[src/rtl/uart_interface_if.sv]
`default_nettype none
// +----------------------------------------------------------------------+
// | uart_interface_if : host-side and line-side signal bundle for        |
// |                     uart_interface            Rev 1.0                |
// +----------------------------------------------------------------------+
interface uart_interface_if;
  logic       transmit;
  logic [7:0] TxData;
  logic       tx_busy;
  logic       TxD;
  logic       RxD;
  logic [7:0] RxData;
  logic       rx_valid;
  logic       rx_frame_err;

  modport slave (
    input  transmit, TxData, RxD,
    output tx_busy, TxD, RxData, rx_valid, rx_frame_err
  );

  modport master (
    output transmit, TxData, RxD,
    input  tx_busy, TxD, RxData, rx_valid, rx_frame_err
  );
endinterface
`default_nettype wire

[src/rtl/uart_interface.sv]
`default_nettype none
// +----------------------------------------------------------------------+
// | uart_interface : full-duplex 8N1 UART endpoint (TX + RX FSMs).       |
// | Optional macro UART_LOOPBACK_EN feeds TxD back into the receiver.    |
// | Rev 1.0                                                              |
// +----------------------------------------------------------------------+
module uart_interface #(
  parameter int CLK_FREQ     = 50_000_000,
  parameter int BAUD         = 115200,
  parameter int CLKS_PER_BIT = CLK_FREQ / BAUD
) (
  input  wire         clk,
  input  wire         reset,
  uart_interface_if.slave bus
);

  localparam int CW = (CLKS_PER_BIT > 1) ? $clog2(CLKS_PER_BIT) : 1;
  localparam logic [CW-1:0] c_last = CW'(CLKS_PER_BIT - 1);
  localparam logic [CW-1:0] c_half = CW'(CLKS_PER_BIT / 2 - 1);

  typedef enum logic [1:0] {TX_IDLE, TX_START, TX_DATA, TX_STOP} tx_state_e;
  typedef enum logic [1:0] {RX_IDLE, RX_START, RX_DATA, RX_STOP} rx_state_e;

  // Assertion is asynchronous, release is aligned to clk.
  logic [1:0] rst_sync_q;
  logic       rst_n;

  always_ff @(posedge clk or negedge reset) begin
    if (!reset) rst_sync_q <= 2'b00;
    else        rst_sync_q <= {rst_sync_q[0], 1'b1};
  end

  assign rst_n = rst_sync_q[1];

  // ---------------- transmitter ----------------
  tx_state_e     tx_state_q;
  logic [CW-1:0] tx_cnt_q;
  logic [2:0]    tx_idx_q;
  logic [7:0]    tx_shift_q;
  logic          txd_q;
  logic          tx_busy_q;

  always_ff @(posedge clk or negedge rst_n) begin
    if (!rst_n) begin
      tx_state_q <= TX_IDLE;
      tx_cnt_q   <= '0;
      tx_idx_q   <= '0;
      tx_shift_q <= '0;
      txd_q      <= 1'b1;
      tx_busy_q  <= 1'b0;
    end else begin
      case (tx_state_q)
        TX_IDLE: begin
          if (bus.transmit) begin
            tx_shift_q <= bus.TxData;
            txd_q      <= 1'b0;
            tx_busy_q  <= 1'b1;
            tx_cnt_q   <= '0;
            tx_state_q <= TX_START;
          end
        end
        TX_START: begin
          if (tx_cnt_q == c_last) begin
            tx_cnt_q   <= '0;
            tx_idx_q   <= '0;
            txd_q      <= tx_shift_q[0];
            tx_state_q <= TX_DATA;
          end else begin
            tx_cnt_q <= tx_cnt_q + 1'b1;
          end
        end
        TX_DATA: begin
          if (tx_cnt_q == c_last) begin
            tx_cnt_q   <= '0;
            tx_shift_q <= {1'b0, tx_shift_q[7:1]};
            if (tx_idx_q == 3'd7) begin
              txd_q      <= 1'b1;
              tx_state_q <= TX_STOP;
            end else begin
              tx_idx_q <= tx_idx_q + 3'd1;
              txd_q    <= tx_shift_q[1];
            end
          end else begin
            tx_cnt_q <= tx_cnt_q + 1'b1;
          end
        end
        TX_STOP: begin
          if (tx_cnt_q == c_last) begin
            tx_cnt_q   <= '0;
            tx_busy_q  <= 1'b0;
            tx_state_q <= TX_IDLE;
          end else begin
            tx_cnt_q <= tx_cnt_q + 1'b1;
          end
        end
        default: tx_state_q <= TX_IDLE;
      endcase
    end
  end

  // ---------------- receiver ----------------
  logic rx_line;
`ifdef UART_LOOPBACK_EN
  assign rx_line = txd_q;
`else
  assign rx_line = bus.RxD;
`endif

  logic [1:0] rx_sync_q;
  logic       rx_s;

  always_ff @(posedge clk or negedge rst_n) begin
    if (!rst_n) rx_sync_q <= 2'b11;
    else        rx_sync_q <= {rx_sync_q[0], rx_line};
  end

  assign rx_s = rx_sync_q[1];

  rx_state_e     rx_state_q;
  logic [CW-1:0] rx_cnt_q;
  logic [2:0]    rx_idx_q;
  logic [7:0]    rx_shift_q;
  logic [7:0]    rx_data_q;
  logic          rx_valid_q;
  logic          rx_ferr_q;

  always_ff @(posedge clk or negedge rst_n) begin
    if (!rst_n) begin
      rx_state_q <= RX_IDLE;
      rx_cnt_q   <= '0;
      rx_idx_q   <= '0;
      rx_shift_q <= '0;
      rx_data_q  <= '0;
      rx_valid_q <= 1'b0;
      rx_ferr_q  <= 1'b0;
    end else begin
      rx_valid_q <= 1'b0;
      rx_ferr_q  <= 1'b0;
      case (rx_state_q)
        RX_IDLE: begin
          if (!rx_s) begin
            rx_cnt_q   <= '0;
            rx_state_q <= RX_START;
          end
        end
        RX_START: begin
          // Mid-start-bit check; a high line here was only a glitch.
          if (rx_cnt_q == c_half) begin
            rx_cnt_q   <= '0;
            rx_idx_q   <= '0;
            rx_state_q <= rx_s ? RX_IDLE : RX_DATA;
          end else begin
            rx_cnt_q <= rx_cnt_q + 1'b1;
          end
        end
        RX_DATA: begin
          if (rx_cnt_q == c_last) begin
            rx_cnt_q   <= '0;
            rx_shift_q <= {rx_s, rx_shift_q[7:1]};
            if (rx_idx_q == 3'd7) rx_state_q <= RX_STOP;
            else                  rx_idx_q   <= rx_idx_q + 3'd1;
          end else begin
            rx_cnt_q <= rx_cnt_q + 1'b1;
          end
        end
        RX_STOP: begin
          if (rx_cnt_q == c_last) begin
            rx_cnt_q   <= '0;
            rx_state_q <= RX_IDLE;
            if (rx_s) begin
              rx_data_q  <= rx_shift_q;
              rx_valid_q <= 1'b1;
            end else begin
              rx_ferr_q  <= 1'b1;
            end
          end else begin
            rx_cnt_q <= rx_cnt_q + 1'b1;
          end
        end
        default: rx_state_q <= RX_IDLE;
      endcase
    end
  end

  assign bus.TxD          = txd_q;
  assign bus.tx_busy      = tx_busy_q;
  assign bus.RxData       = rx_data_q;
  assign bus.rx_valid     = rx_valid_q;
  assign bus.rx_frame_err = rx_ferr_q;

endmodule
`default_nettype wire

[src/flat_wrapper.sv]
// flat-port wrapper written by rule: the top's interface ports become plain ports
module uart_interface_flat 
#(
  parameter int CLK_FREQ     = 50_000_000,
  parameter int BAUD         = 115200,
  parameter int CLKS_PER_BIT = CLK_FREQ / BAUD
)
  (clk, reset, bus_transmit, bus_TxData, bus_RxD, bus_tx_busy, bus_TxD, bus_RxData, bus_rx_valid, bus_rx_frame_err);
  uart_interface_if bus_i ();
  input  wire clk;
  input  wire reset;
  input wire logic [$bits(bus_i.transmit)-1:0] bus_transmit;
  input wire logic [$bits(bus_i.TxData)-1:0] bus_TxData;
  input wire logic [$bits(bus_i.RxD)-1:0] bus_RxD;
  output wire logic [$bits(bus_i.tx_busy)-1:0] bus_tx_busy;
  output wire logic [$bits(bus_i.TxD)-1:0] bus_TxD;
  output wire logic [$bits(bus_i.RxData)-1:0] bus_RxData;
  output wire logic [$bits(bus_i.rx_valid)-1:0] bus_rx_valid;
  output wire logic [$bits(bus_i.rx_frame_err)-1:0] bus_rx_frame_err;
  assign bus_i.transmit = bus_transmit;
  assign bus_i.TxData = bus_TxData;
  assign bus_i.RxD = bus_RxD;
  assign bus_tx_busy = bus_i.tx_busy;
  assign bus_TxD = bus_i.TxD;
  assign bus_RxData = bus_i.RxData;
  assign bus_rx_valid = bus_i.rx_valid;
  assign bus_rx_frame_err = bus_i.rx_frame_err;
  uart_interface #(.CLK_FREQ(CLK_FREQ), .BAUD(BAUD), .CLKS_PER_BIT(CLKS_PER_BIT)) u_core (.clk(clk), .reset(reset), .bus(bus_i));
endmodule
[config.mk]
export PLATFORM = sky130hd
export DESIGN_NAME = uart_interface_flat
export DESIGN_NICKNAME = d
export VERILOG_FILES = /design/src/rtl/uart_interface_if.sv /design/src/rtl/uart_interface.sv /design/src/flat_wrapper.sv
export SDC_FILE = /design/constraint.sdc
export NUM_CORES = 1
export LEC_CHECK = 0
export CAP_MARGIN = 10
export CORE_MARGIN = 8
export CORE_UTILIZATION = 45
export CTS_BUF_LIST = sky130_fd_sc_hd__clkbuf_8
export CTS_CLUSTER_SIZE = 40
export DETAILED_ROUTE_END_ITERATION = 6
export PLACE_DENSITY_LB_ADDON = 0.2
export SYNTH_ARGS = -nofsm -noshare
export SYNTH_HDL_FRONTEND = slang
export SYNTH_SLANG_ARGS = --single-unit
[constraint.sdc]
create_clock -name clk -period 1.76 [get_ports clk]
set_input_delay 0.264 -clock clk [delete_from_list [all_inputs] [get_ports clk]]
set_output_delay 0.264 -clock clk [all_outputs]
set_load 0.005 [all_outputs]
==> metrics.yaml, run 1 <==
min_period_ns: 1.77
syn_inst: 278
powerDensity_nw_per_um2: 852
final_cells: 429
placed_area_um2: 3680
place_inst: 411
violations: "setup timing"
cp-startpoint: "u_core.tx_state_q[0]"
drive_above_1_share_pct: 33.2
worst_slack_ns: -0.00599
rsz0062_at_grt: "true"
muxShareOfSynthArea_pct: 12.3
numSynthFlops: 60
n_fill_cell: 553
power_leader: "registers"
grtUsageTotal_pct: 13.8
total_power_mw: 3.37
crit_type: "reg2reg"
cp_cell_sequence: "inv_2 > ha_4 > buf_4 > or2_2 > a31o_2 > or3_1"
path_delay_family: "simple AND/OR/NAND/NOR gates"
switchingPower_uw: 987
post_cts_resized: 5
intPower_mw: 2.39
cp.required_ns: 2.02
r2r_start: "u_core.tx_state_q[0]"
synth_chip_area_um2: 3050
portBuffers: 23
area_share_nonclk_buffers_pct: 14.6
finalSetupViolCount: 1
switching_share_pct: 29.2
worstPathArrival_ns: 2.03
fp-utilization_pct: 45.6
comb_share_pct: 38.4
die_area_um2: 9660
status: "finished with violations"
cts_buffer_depth: 2
cpMaxStageDelayCell: "dfrtp_1"
synth-async-reset-ratio_pct: 100
top_cell_area_share_pct: 46.8
edf_count: 0
via_per_inst: 5.28
layout.area.comb_um2: 1520
ioPinCount: 24
place.gp.congestion: 0.778
synth_cell_types: 53
period_used_pct: 100
fmaxAchievable_mhz: 566
antenna_found_initial: 0
synth_xor_xnor_area_share_pct: 0.575
critPathCaptureType: "register"
flop_area_um2: 1510
cts_tree: "built"
grt_max_degree: 44
root_buffer: "clkbuf_8"
## run 1: cell usage after synthesis (all sizes together) (2+ instances only)
cell and number:
a21o 3, a21oi 5, nand2b 2, ha 14
nand2 30, clkbuf 4, mux2 30, a211oi 3
nor2b 5, nand3 8, inv 15, and4bb 3
nor2 10, o22ai 4, dfstp 3, dfrtp 57
o21ai 26, or3 4, a22o 4, o211ai 6
o31ai 2, buf 5, or2 3, and4b 2
nand4 5, nor3 5
## run 1: metal layers
layer / vias up / part of all wire (%) / GRT usage [%]
li1: 1134 / - / -
met1: 1086 / 49 / 17.4
met2: 37 / 46 / 21.2
met3: 7 / 2.9 / 3.70
met4: 0 / 1.5 / 7.08
met5: - / 0 / 0
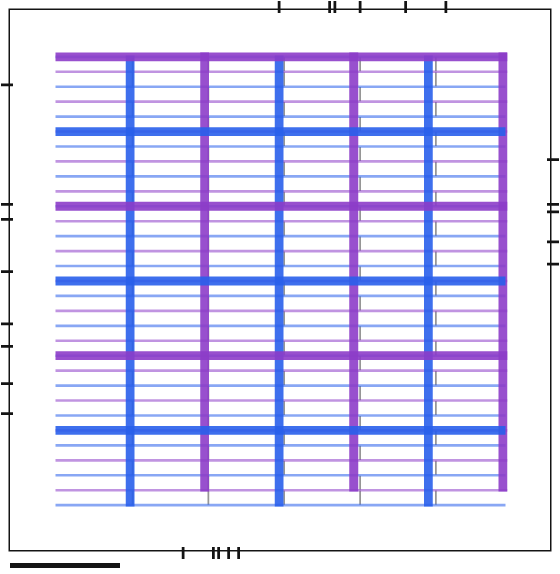
**Above:** run 1 (supply network).
Scale bar: 20 µm. Pins as bars on the die edge. Tap cells in grey.
| net | colour |
|---|---|
| VDD | purple |
| VSS | blue |
met1 rails: 31
signal pins: 24
met4 straps: 6
met5 straps: 6
rows: 30
Die Ht: 98.3 µm
maximum VDD drop: 0.382 mV
Core Region: 6680 µm²
DIE WIDTH: 98.3 µm

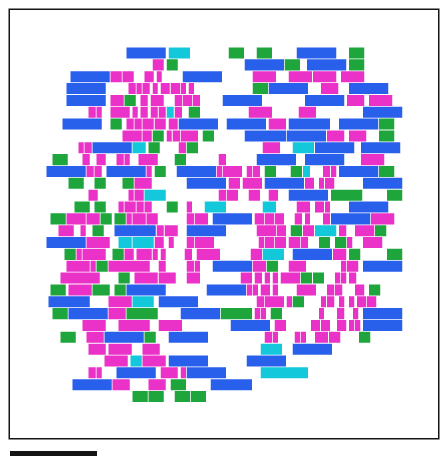
**Above:** run 1 (placed cells, one colour a class).
Scale bar: 20 µm.
| class | colour | cells | share of their area |
|---|---|---|---|
| all other logic | magenta | 209 | 41% |
| other buffers and delay cells | green | 64 | 15% |
| flip-flops | blue | 60 | 39% |
| clock drivers and dummy loads | cyan | 16 | 5.1% |
Finished Core Util: 59.3%
design area: 3960 µm²
Seq area share: 38.1%
row count: 30

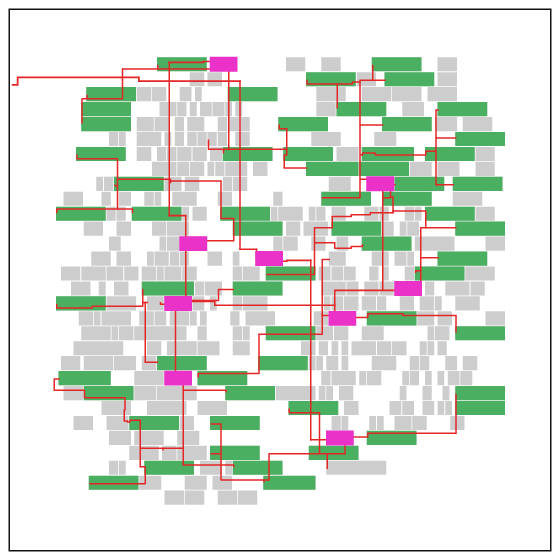
**Above:** run 1 (clock network drawn from the DEF).
[cells driving clock nets] magenta | count: 9
[clock wires] red | length: 904 µm
[flip-flops] green | count: 60
flops lie: all over the die
routed clock nets: 10
Clock Power: 1.27 mW
clock insertion delay at the later pin of the skew report: 0.35 ns
clk_skew: 0.0102 ns
clock network fraction of total power: 37.8%

==> inputs of run 2 (changes only) <==
==> constraint.sdc (replaced) <==
create_clock -name clk -period 1.76 [get_ports clk]
set_input_delay 0.352 -clock clk [delete_from_list [all_inputs] [get_ports clk]]
set_output_delay 0.352 -clock clk [all_outputs]
set_load 0.005 [all_outputs]
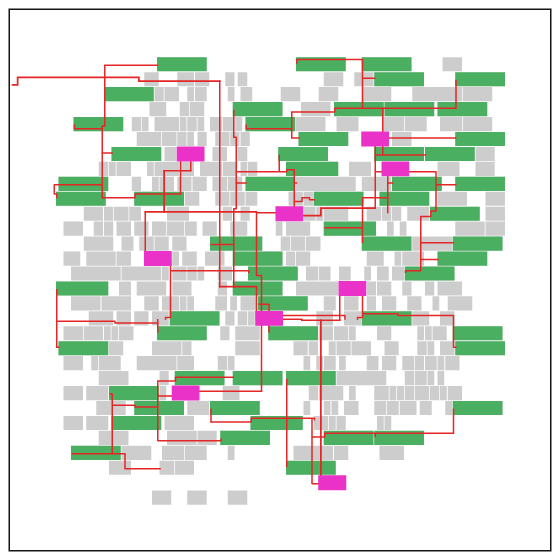
**Above:** run 2 (clock network drawn from the DEF).
[flip-flops] green | count: 60
[cells driving clock nets] magenta | count: 9
[clock wires] red | length: 878 µm
routed clock nets: 10
Clock Power: 1.26 mW
clk_skew: 0.00981 ns

==> metrics.yaml, run 2 <==
status: "finished with violations"
violations: "setup timing"
worstPathArrival_ns: 2.02  # about the same
fin_area_um2: 4020  # +1.5%
final_cells: 433  # +0.93%
dr_wl_met2_um: 3000  # +4.5%
grt_most_used_layer: "met2"
powerDensity_nw_per_um2: 841  # -1.2%
met2_usage_pct: 21.7  # +0.47 points
common_cells: "dfrtp_1 (57), nand2_1 (29), o21ai_0 (26), mux2_2 (23), inv_1 (15)"
clock_power_share_pct: 37.2  # -0.6 points
finalSetupViolCount: 15  # +14
cts_buffer_depth: 2  # unchanged
path_delay_family: "flip-flops"
portBuffers: 23  # unchanged
via_per_inst: 5.20  # -1.4%
met3_usage_pct: 3.13  # -0.57 points
worst_slack_ns: -0.0254  # -0.0194 ns
root_buffer: "clkbuf_8"
cp_cell_sequence: "inv_1 > ha_1 > and4b_2 > nand2_4 > a211oi_4 > buf_12 > mux2_4"
placed_area_um2: 3690  # +0.20%
routed.top_layer: "met4"
cp-startpoint: "u_core.tx_cnt_q[1]"
top_cell_area_share_pct: 46.8  # unchanged
min_period_ns: 1.79  # +0.0194 ns
edf_count: 0  # unchanged
drive_above_1_share_pct: 33.7  # +0.47 points
flop_area_um2: 1510  # unchanged
cp.required_ns: 1.99  # -0.03 ns
insertion_delay_ns: 0.35  # about the same
muxShareOfSynthArea_pct: 12.3  # unchanged
met1_usage_pct: 17.4  # about the same
most_common_cell: "dfrtp_1"
synth_xor_xnor_area_share_pct: 0.575  # unchanged
grt_max_degree: 59  # +34%
die_w_um: 98.3  # unchanged
coreArea_um2: 6680  # unchanged
dr_wl_met3_um: 193  # +7.2%
synth-async-reset-ratio_pct: 100  # unchanged
period_used_pct: 101  # +1.1 points
final_core_util_pct: 60.1  # +0.86 points
intPower_mw: 2.40  # +0.41%
numSynthFlops: 60  # unchanged
n_fill_cell: 572  # +3.4%
synth_chip_area_um2: 3050  # unchanged
place.gp.congestion: 0.833  # +7.0%
fmaxAchievable_mhz: 560  # -1.1%
grtUsageTotal_pct: 13.9  # +0.078 points
cts_tree: "built"
rsz0062_at_grt: "true"
synth_cell_types: 53  # unchanged
## run 2: cell count changes in the layout (fill, tap and decap cells not counted), moves of 2 or more
cell,change
buf_4,+4
clkinvlp_4,+2
o21ai_0,+2
o21ai_1,-2
## run 2: power groups by stage
stage	logic [mW]	registers [mW]	clock network (mW)
2_1_floorplan	0.308	1.55	0
3_3_place_gp	0.553	1.54	0
3_5_place_dp	0.555	1.54	0
4_1_cts	0.563	1.51	1.31
5_1_grt	0.677	1.53	1.35
6_report	0.602	1.52	1.26
## run 2: final cells by class
cell class,count,area share [%]
clock buffer,9,3.08
clock inverter,7,1.87
inverter,15,1.40
multi-input combinational,194,38.2
sequential,60,37.5
tap,80,2.49
timing repair buffer,68,15.5
==> inputs of run 3 (changes only) <==
--- a/config.mk
+++ b/config.mk
@@ -7,7 +7,7 @@
 export LEC_CHECK = 0
 export CAP_MARGIN = 10
 export CORE_MARGIN = 8
-export CORE_UTILIZATION = 45
+export CORE_UTILIZATION = 54
 export CTS_BUF_LIST = sky130_fd_sc_hd__clkbuf_8
 export CTS_CLUSTER_SIZE = 40
 export DETAILED_ROUTE_END_ITERATION = 6
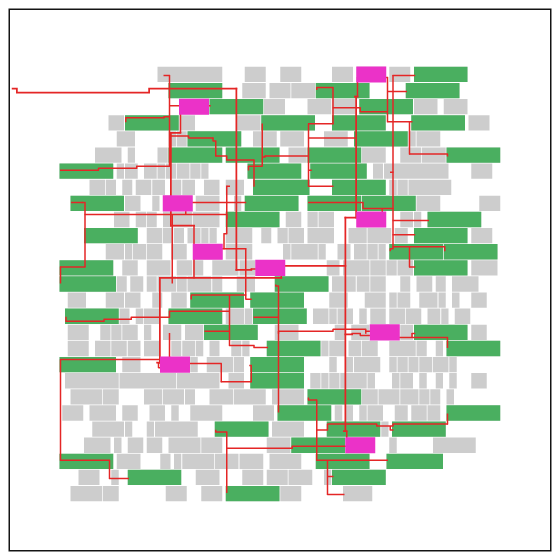
**Above:** run 3 (clock network drawn from the DEF).
[cells driving clock nets] magenta | count: 9
[clock wires] red | length: 850 µm
[flip-flops] green | count: 60
routed clock nets: 10
clock network fraction of total power: 41.6%
Clock Power: 1.47 mW
clk_skew: 0.00593 ns

==> metrics.yaml, run 3 <==
min_period_ns: 1.79  # +0.00639 ns
synthAoiAreaFrac_pct: 13.6
root_buffer: "clkbuf_8"
most_common_cell: "dfrtp_1"
top_area_cell: "dfrtp_1"
powerDensity_nw_per_um2: 895  # +6.4%
status: "finished with violations"
drtPass1Iterations: 4
synth_xor_xnor_area_share_pct: 0.575  # unchanged
violations: "setup timing"
die_area_um2: 8300
fmaxAchievable_mhz: 558  # -0.36%
n_fill_cell: 404  # -29%
critPathMaxStageDelay_ns: 0.38
layout_top_cell: "dfrtp_1"
finalSetupViolCount: 7  # -8
final_core_util_pct: 71.9  # +12 points
simple_gate_share_pct: 14.9
placed_area_um2: 3630  # -1.5%
synth_chip_area_um2: 3050  # unchanged
syn_inst: 278
drc_errors: 0
grt_pass1_wl_um: 10600
comb_cell_power_uw: 541  # -10%
grt_overflow_total: 0
cp.required_ns: 1.99  # about the same
worstPathArrival_ns: 2.02  # about the same
wl_per_cell_um: 14.8
fin_area_um2: 3940  # -2.1%
period_used_pct: 102  # +0.36 points
ff_type: "dfrtp_1"
synth_cell_types: 53  # unchanged
synth-async-reset-ratio_pct: 100  # unchanged
r2r_start: "u_core.tx_cnt_q[1]"
cp-startpoint: "u_core.tx_cnt_q[1]"
place.gp.congestion: 0.799  # -4.0%
cts_tree: "built"
numSynthFlops: 60  # unchanged
cts_buffer_depth: 2  # unchanged
logic_family: "simple AND/OR/NAND/NOR gates"
top_cell_area_share_pct: 46.8  # unchanged
cp_cell_sequence: "inv_1 > ha_1 > and4b_2 > nand2_4 > a211oi_4 > buf_12 > mux2_4"
p_seq_mw: 1.52  # about the same
grt_max_degree: 59  # unchanged
final_cells: 418  # -3.5%
r2r_slack_ns: -0.03
portBuffers: 23  # unchanged
sequentialPowerShare_pct: 43.0
critical_path_buf_inv_count: 2
intPower_mw: 2.55  # +6.4%
rsz0062_at_grt: "true"
yosysWarnings: 0
muxShareOfSynthArea_pct: 12.3  # unchanged
hold_slack_ns: 0.170
common_cells: "dfrtp_1 (57), nand2_1 (29), o21ai_0 (26), mux2_2 (23), inv_1 (15)"
first_iter_violations: 95
grtUsageTotal_pct: 15.7  # +1.8 points
die_w_um: 91.1  # -7.3%
edf_count: 0  # unchanged
path_delay_family: "flip-flops"
synth_seq_share_pct: 49.4
fp-utilization_pct: 55.7
power_leader: "registers"
vdd_drop_max_mv: 0.472
yosysCellCount: 278
drive_above_1_share_pct: 31.8  # -1.9 points
coreArea_um2: 5470  # -18%
worst_slack_ns: -0.0318  # -0.00639 ns
insertion_delay_ns: 0.34  # about the same
via_per_inst: 5.52  # +6.1%
-- run 3: area by class of cell --
type / instances / area, µm² / area share, %
clock buffers: 10 / 138 / 3.50
clock inverters: 6 / 95.1 / 2.42
inverters: 15 / 56.3 / 1.43
multi-input cells: 194 / 1490 / 37.9
flip-flops and latches: 60 / 1510 / 38.3
well taps: 72 / 90.1 / 2.29
repair buffers: 61 / 557 / 14.1
-- run 3: metal layers --
layer | GRT usage, % | share of wire (%) | up-vias | wire length, µm
li1 | - | - | 1124 | -
met1 | 18.3 | 45 | 1138 | 2790
met2 | 26.1 | 50 | 33 | 3100
met3 | 3.70 | 2.9 | 13 | 178
met4 | 8.46 | 1.9 | 0 | 116
met5 | 0 | 0 | - | 0
Power and IR drop assume default switching activity.
